File: src/rtl/mux_scan_pkg.sv
// Shared defaults and state encoding for the channel-scan sequencer.
// Used by the top and the channel-search helper.
package mux_scan_pkg;
  localparam int SEL_W_DEF   = 4;
  localparam int NCH_DEF     = 2 ** SEL_W_DEF;
  localparam int DWELL_W_DEF = 8;

  typedef enum logic {
    IDLE  = 1'b0,
    DWELL = 1'b1
  } scan_state_t;
endpackage

File: src/rtl/mux_scan_ctrl_ch_find_next.sv
// Combinational channel search: lowest set bit above cur, plus lowest set bit overall.
// Zero latency, no flow control.
module ch_find_next
  import mux_scan_pkg::*;
#(
  parameter int SEL_W = SEL_W_DEF,
  localparam int NCH  = 2 ** SEL_W
) (
  input  logic [NCH-1:0]   mask,
  input  logic [SEL_W-1:0] cur,
  output logic [SEL_W-1:0] next_idx,
  output logic             found_above,
  output logic [SEL_W-1:0] first_idx
);

  // Scanning downward leaves the lowest qualifying index in each result.
  always_comb begin
    next_idx    = '0;
    found_above = 1'b0;
    first_idx   = '0;
    for (int i = NCH - 1; i >= 0; i--) begin
      if (mask[i]) begin
        first_idx = SEL_W'(i);
        if (i > int'(cur)) begin
          next_idx    = SEL_W'(i);
          found_above = 1'b1;
        end
      end
    end
  end

endmodule

File: src/rtl/mux_scan_ctrl.sv
// Mux select sequencer: walks enabled channels, holding each dwell+1 cycles; first sel_valid 1 cycle after start.
// No backpressure: start is dropped while busy, stop is deferred to the end of the current channel.
module mux_scan_ctrl
  import mux_scan_pkg::*;
#(
  parameter int SEL_W   = SEL_W_DEF,
  parameter int DWELL_W = DWELL_W_DEF,
  localparam int NCH    = 2 ** SEL_W
) (
  input  logic               clk,
  input  logic               rst_n,
  input  logic               start,
  input  logic               stop,
  input  logic [NCH-1:0]     ch_mask,
  input  logic [DWELL_W-1:0] dwell,
  input  logic               continuous,
  output logic [SEL_W-1:0]   sel,
  output logic               sel_valid,
  output logic               ch_strobe,
  output logic               busy,
  output logic               done
);

  scan_state_t        state_q, state_d;
  logic [SEL_W-1:0]   sel_q, sel_d;
  logic               sel_valid_q, sel_valid_d;
  logic               ch_strobe_q, ch_strobe_d;
  logic               busy_q, busy_d;
  logic               done_q, done_d;
  logic [NCH-1:0]     mask_l_q, mask_l_d;
  logic [DWELL_W-1:0] dwell_l_q, dwell_l_d;
  logic               cont_l_q, cont_l_d;
  logic               stop_pend_q, stop_pend_d;
  logic [DWELL_W-1:0] dwell_cnt_q, dwell_cnt_d;

  logic [NCH-1:0]     find_mask;
  logic [SEL_W-1:0]   next_idx, first_idx;
  logic               found_above;
  logic               stop_now;

  // In IDLE the search looks at the incoming mask (first channel); otherwise the latched one.
  assign find_mask = (state_q == IDLE) ? ch_mask : mask_l_q;

  ch_find_next #(.SEL_W(SEL_W)) u_find (
    .mask        (find_mask),
    .cur         (sel_q),
    .next_idx    (next_idx),
    .found_above (found_above),
    .first_idx   (first_idx)
  );

  assign stop_now = stop_pend_q | stop;

  always_comb begin
    state_d     = state_q;
    sel_d       = sel_q;
    sel_valid_d = sel_valid_q;
    ch_strobe_d = 1'b0;
    busy_d      = busy_q;
    done_d      = 1'b0;
    mask_l_d    = mask_l_q;
    dwell_l_d   = dwell_l_q;
    cont_l_d    = cont_l_q;
    stop_pend_d = stop_pend_q;
    dwell_cnt_d = dwell_cnt_q;

    case (state_q)
      IDLE: begin
        if (start) begin
          if (ch_mask != '0) begin
            mask_l_d    = ch_mask;
            dwell_l_d   = dwell;
            cont_l_d    = continuous;
            stop_pend_d = stop;
            sel_d       = first_idx;
            dwell_cnt_d = '0;
            state_d     = DWELL;
            sel_valid_d = 1'b1;
            busy_d      = 1'b1;
            ch_strobe_d = 1'b1;
          end else begin
            done_d = 1'b1;
          end
        end
      end
      DWELL: begin
        stop_pend_d = stop_now;
        if (dwell_cnt_q == dwell_l_q) begin
          dwell_cnt_d = '0;
          if (stop_now || (!found_above && !cont_l_q)) begin
            state_d     = IDLE;
            done_d      = 1'b1;
            sel_valid_d = 1'b0;
            busy_d      = 1'b0;
            stop_pend_d = 1'b0;
          end else begin
            sel_d       = found_above ? next_idx : first_idx;
            ch_strobe_d = 1'b1;
          end
        end else begin
          dwell_cnt_d = dwell_cnt_q + 1'b1;
        end
      end
      default: state_d = IDLE;
    endcase
  end

  always_ff @(posedge clk or negedge rst_n) begin
    if (!rst_n) begin
      state_q     <= IDLE;
      sel_q       <= '0;
      sel_valid_q <= 1'b0;
      ch_strobe_q <= 1'b0;
      busy_q      <= 1'b0;
      done_q      <= 1'b0;
      mask_l_q    <= '0;
      dwell_l_q   <= '0;
      cont_l_q    <= 1'b0;
      stop_pend_q <= 1'b0;
      dwell_cnt_q <= '0;
    end else begin
      state_q     <= state_d;
      sel_q       <= sel_d;
      sel_valid_q <= sel_valid_d;
      ch_strobe_q <= ch_strobe_d;
      busy_q      <= busy_d;
      done_q      <= done_d;
      mask_l_q    <= mask_l_d;
      dwell_l_q   <= dwell_l_d;
      cont_l_q    <= cont_l_d;
      stop_pend_q <= stop_pend_d;
      dwell_cnt_q <= dwell_cnt_d;
    end
  end

  assign sel       = sel_q;
  assign sel_valid = sel_valid_q;
  assign ch_strobe = ch_strobe_q;
  assign busy      = busy_q;
  assign done      = done_q;

endmodule

File: config.mk
export PLATFORM = sky130hd
export DESIGN_NAME = mux_scan_ctrl
export DESIGN_NICKNAME = d
export VERILOG_FILES = /design/src/rtl/mux_scan_pkg.sv /design/src/rtl/mux_scan_ctrl_ch_find_next.sv /design/src/rtl/mux_scan_ctrl.sv
export SDC_FILE = /design/constraint.sdc
export NUM_CORES = 1
export LEC_CHECK = 0
export ABC_AREA = 1
export CORE_MARGIN = 10
export CORE_UTILIZATION = 59
export DETAILED_ROUTE_END_ITERATION = 10
export PLACE_DENSITY = 0.85
export SYNTH_ARGS = -nofsm -noshare
export SYNTH_HDL_FRONTEND = slang
export SYNTH_SLANG_ARGS = --single-unit
File: constraint.sdc
create_clock -name clk -period 5.11 [get_ports clk]
set_input_delay 0.7665 -clock clk [delete_from_list [all_inputs] [get_ports clk]]
set_output_delay 0.7665 -clock clk [all_outputs]
set_load 0.02 [all_outputs]
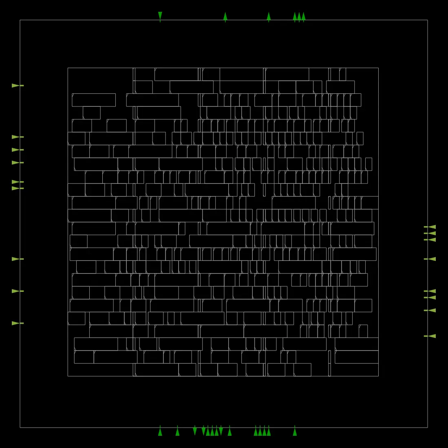
Figure 1: placed standard cells.
number of tap cells added at floorplan: 52
Seq/total area: 34.1%
utilization after layout: 71.9%
count of fill cells added during filler insertion: 368
final instance count without filler cells: 432

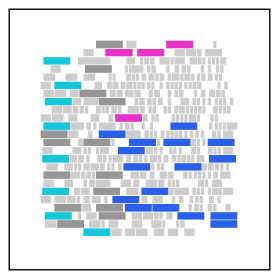
Figure 2: sequential cells grouped by signal name.
Drawn at 3 px/µm. Other sequential cells in the stronger grey, the rest of the logic in the fainter grey.
| colour | name in the netlist | placed flops |
|---|---|---|
| magenta | sel | 4 |
| cyan | dwell_l_q | 8 |
| blue | mask_l_q | 16 |
not coloured: 14
Flop+latch power: 0.616 mW
register area: 1050 µm²

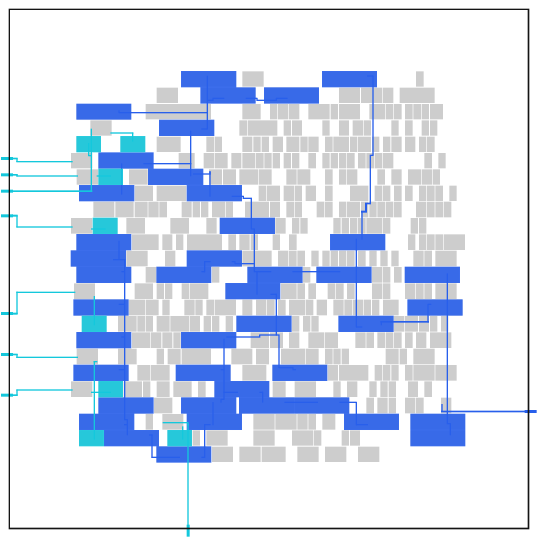
Figure 3: nets reached from selected ports.
Drawn at 6 px/µm.
| colour | port | direction | edge | end cells | buffers | wire |
|---|---|---|---|---|---|---|
| blue | rst_n | input | right | 42 | 1 | 313 µm |
| cyan | dwell | input | 7 left, 1 bottom | 8 | 8 | 149 µm |
buffers added on ports: 36
I/O pin total: 37

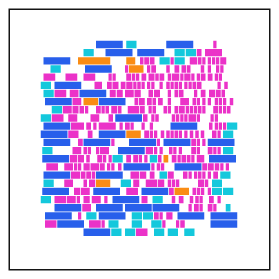
Figure 4: placed cells, one colour a class.
Drawn at 3 px/µm.
| colour | class | cells |
|---|---|---|
| magenta | all other logic | 292 |
| cyan | other buffers and delay cells | 38 |
| blue | flip-flops | 42 |
| orange | clock drivers and dummy loads | 8 |
Rows: 24
area of all placed cells without fillers: 3090 µm²
floorplan core area: 4290 µm²

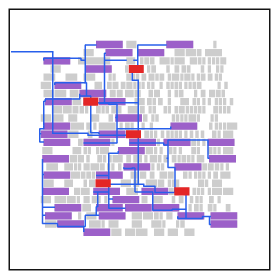
Figure 5: clock network drawn from the DEF.
Drawn at 3 px/µm.
[red] cells driving clock nets | count: 5
[purple] flip-flops | count: 42
[blue] clock wires | length: 569 µm
routed clock nets: 6
clock network latency to the later pin of the worst-skew pair: 310 ps
power dissipated in the clock network: 0.272 mW
clock skew after layout: 7.88 ps

[kinds of logic after synthesis]
kind of cell / count (synthesis)
DFF: 42
adders and majority gates: 1
and+or+nand+nor: 168
xor gates and xnor gates: 14
buffers and inverters: 52
muxes: 12
AOI/OAI and AO/OA: 54
[worst paths after layout]
kind                        startpoint           end  slack [ps]  cells after the start
min in group asynchronous        rst_n  mask_l_q[12]         590                      1
min reg2reg                mask_l_q[5]   mask_l_q[5]         500                      2
max                         ch_mask[6]  mask_l_q[11]        2030                      9
max reg2reg                    state_q        sel[3]        2670                     14
max in group asynchronous        rst_n  dwell_l_q[4]        3930                      1
min                        mask_l_q[5]   mask_l_q[5]         500                      2
[metal layers]
metal	part of all wire (%)	track usage (%)	up-vias
li1	-	-	1177
met1	40	19.2	1067
met2	53	29.3	59
met3	5.6	4.78	10
met4	1.4	6.92	0
met5	0	0	-
[per-stage QoR]
stage / utilization, % / setup WS [ps] / hold slack, ps / area, µm²
2_1_floorplan: - / 2890 / 453 / 2590
4_1_cts: 71.9 / 2010 / 497 / 3090
5_1_grt: 71.9 / 1790 / 511 / 3090
3_3_place_gp: 69.2 / 1780 / 466 / 2970
6_report: 71.9 / 2030 / 497 / 3090
3_5_place_dp: 69.2 / 1700 / 476 / 2970
[sequential cells by signal, summed over array words and instances, names as in the netlist]
name and count:
done 1, cont_l_q 1, ch_strobe 1, busy 1, sel 4, mask_l_q 16, stop_pend_q 1, state_q 1
dwell_cnt_q 8, dwell_l_q 8
[power by group through the flow]
stage	clock network, mW	logic (mW)	registers [mW]
floorplan	0	1.01	0.615
global placement	0	1.26	0.615
detailed placement	0	1.30	0.624
CTS	0.278	1.30	0.616
global route	0.291	1.50	0.641
finish	0.272	1.30	0.616
==> reports/metrics.yaml <==
logic_synthesis:
  yosysWarningCount: 0
  yosys.cell_count.top_type: "sky130_fd_sc_hd__nand2_1"
  yosys.area_share.xor_xnor_pct: 4.73
  postSynthRegisterBits: 42
  yosysChipArea_um2: 2590
  synth.cells.most_frequent: "sky130_fd_sc_hd__nand2_1, sky130_fd_sc_hd__dfrtp_1, sky130_fd_sc_hd__inv_1, sky130_fd_sc_hd__o21ai_0, sky130_fd_sc_hd__nor2_1"
  yosys-mux-area-fraction_pct: 5.21
  yosysUniqueCellTypes: 37
  synth-simple-area-share_pct: 28.6
  post-synth-top-area-fraction_pct: 40.5
  postSynthSeqShare_pct: 40.5
  synth.yosys.num_cells: 343
  netlist_top_cells_area: "sky130_fd_sc_hd__dfrtp_1, sky130_fd_sc_hd__nand2_1, sky130_fd_sc_hd__inv_1, sky130_fd_sc_hd__mux2_2, sky130_fd_sc_hd__o21ai_0"
detailed_routing:
  vias: 2313
  routed_via_density: 5.35
  drtPass1Iterations: 4
  routed_wire_length_per_instance_um: 13.5
  totalWireLength_mm: 5.84
  drtIter0Drc: 127
  remaining_drc_errors: 0
cells_and_area:
  layout.buffer.nonclock.area_share_pct: 12.0
  clock_buffer_count: 5
  non_clock_inverter_count: 43
  flow.area_growth_from_synthesis_pct: 19.0
  final-comb-area_um2: 1330
  top_area_cell_class: "multi-input combinational cells"
  seq_cell_count: 42
power_and_ir_drop:
  switching_share_pct: 46.9
  seq_power_share_pct: 28.2
  p_leak_nw: 1.51
  peakVddDrop_mv: 0.354
  power.density_nw_per_um2: 709
  power.switching_mw: 1.03
  p_total_mw: 2.19
  p_clk_share_pct: 12.5
  power_frac_comb_pct: 59.4
clocking:
  cts_hold_buffers: 0
  htreeDepth: 2
  ctsLongestPathBuffers: 2
  ctsResizeCount: 0
  clock-root-buffer: "sky130_fd_sc_hd__clkbuf_8"
placed_design:
  hpwlAfterDp_mm: 4.51
final_timing:
  tightestPinTransition_ps: 928
  setup_viol: 0
  setup_total_negative_slack_ps: 0
  maxSlewViolCount: 0
  rsz_0062_raised_after_global_routing: "false"
  finalHoldViolCount: 0
  final.period_utilization_pct: 60.3
  clock_period_minus_final_worst_setup_slack_ps: 3080
  relSlewSlack_pct: 38.1
setup_path:
  critPathMostFrequentCell: "sky130_fd_sc_hd__nand2_1"
  critical_path.startpoint_type: "primary input"
  slowest_cell_delay_on_critical_path_ps: 720
  critical-path-slowest-cell: "sky130_fd_sc_hd__nand2_1"
  maximum_fanout_along_the_worst_path: 25
  critical_path_arrival_ps: 3320
  path_delay_family: "simple AND/OR/NAND/NOR gates"
global_routing:
  grt_antenna_before_repair: 0
  maximum_number_of_pins_on_one_net_before_global_route_repair: 43
  global_route.overflow_total: 0
  global_route_wire_length_before_repair_mm: 10.5
  first_global_vias: 2369
  track_usage_pct: 16.9
die:
  initCoreUtil_pct: 60.4
  die_h_um: 86.3
  die_w_um: 86.3
job:
  tool_warnings: 26
run_status:
  run_status: "complete, no violations"
Power and IR drop assume default switching activity.
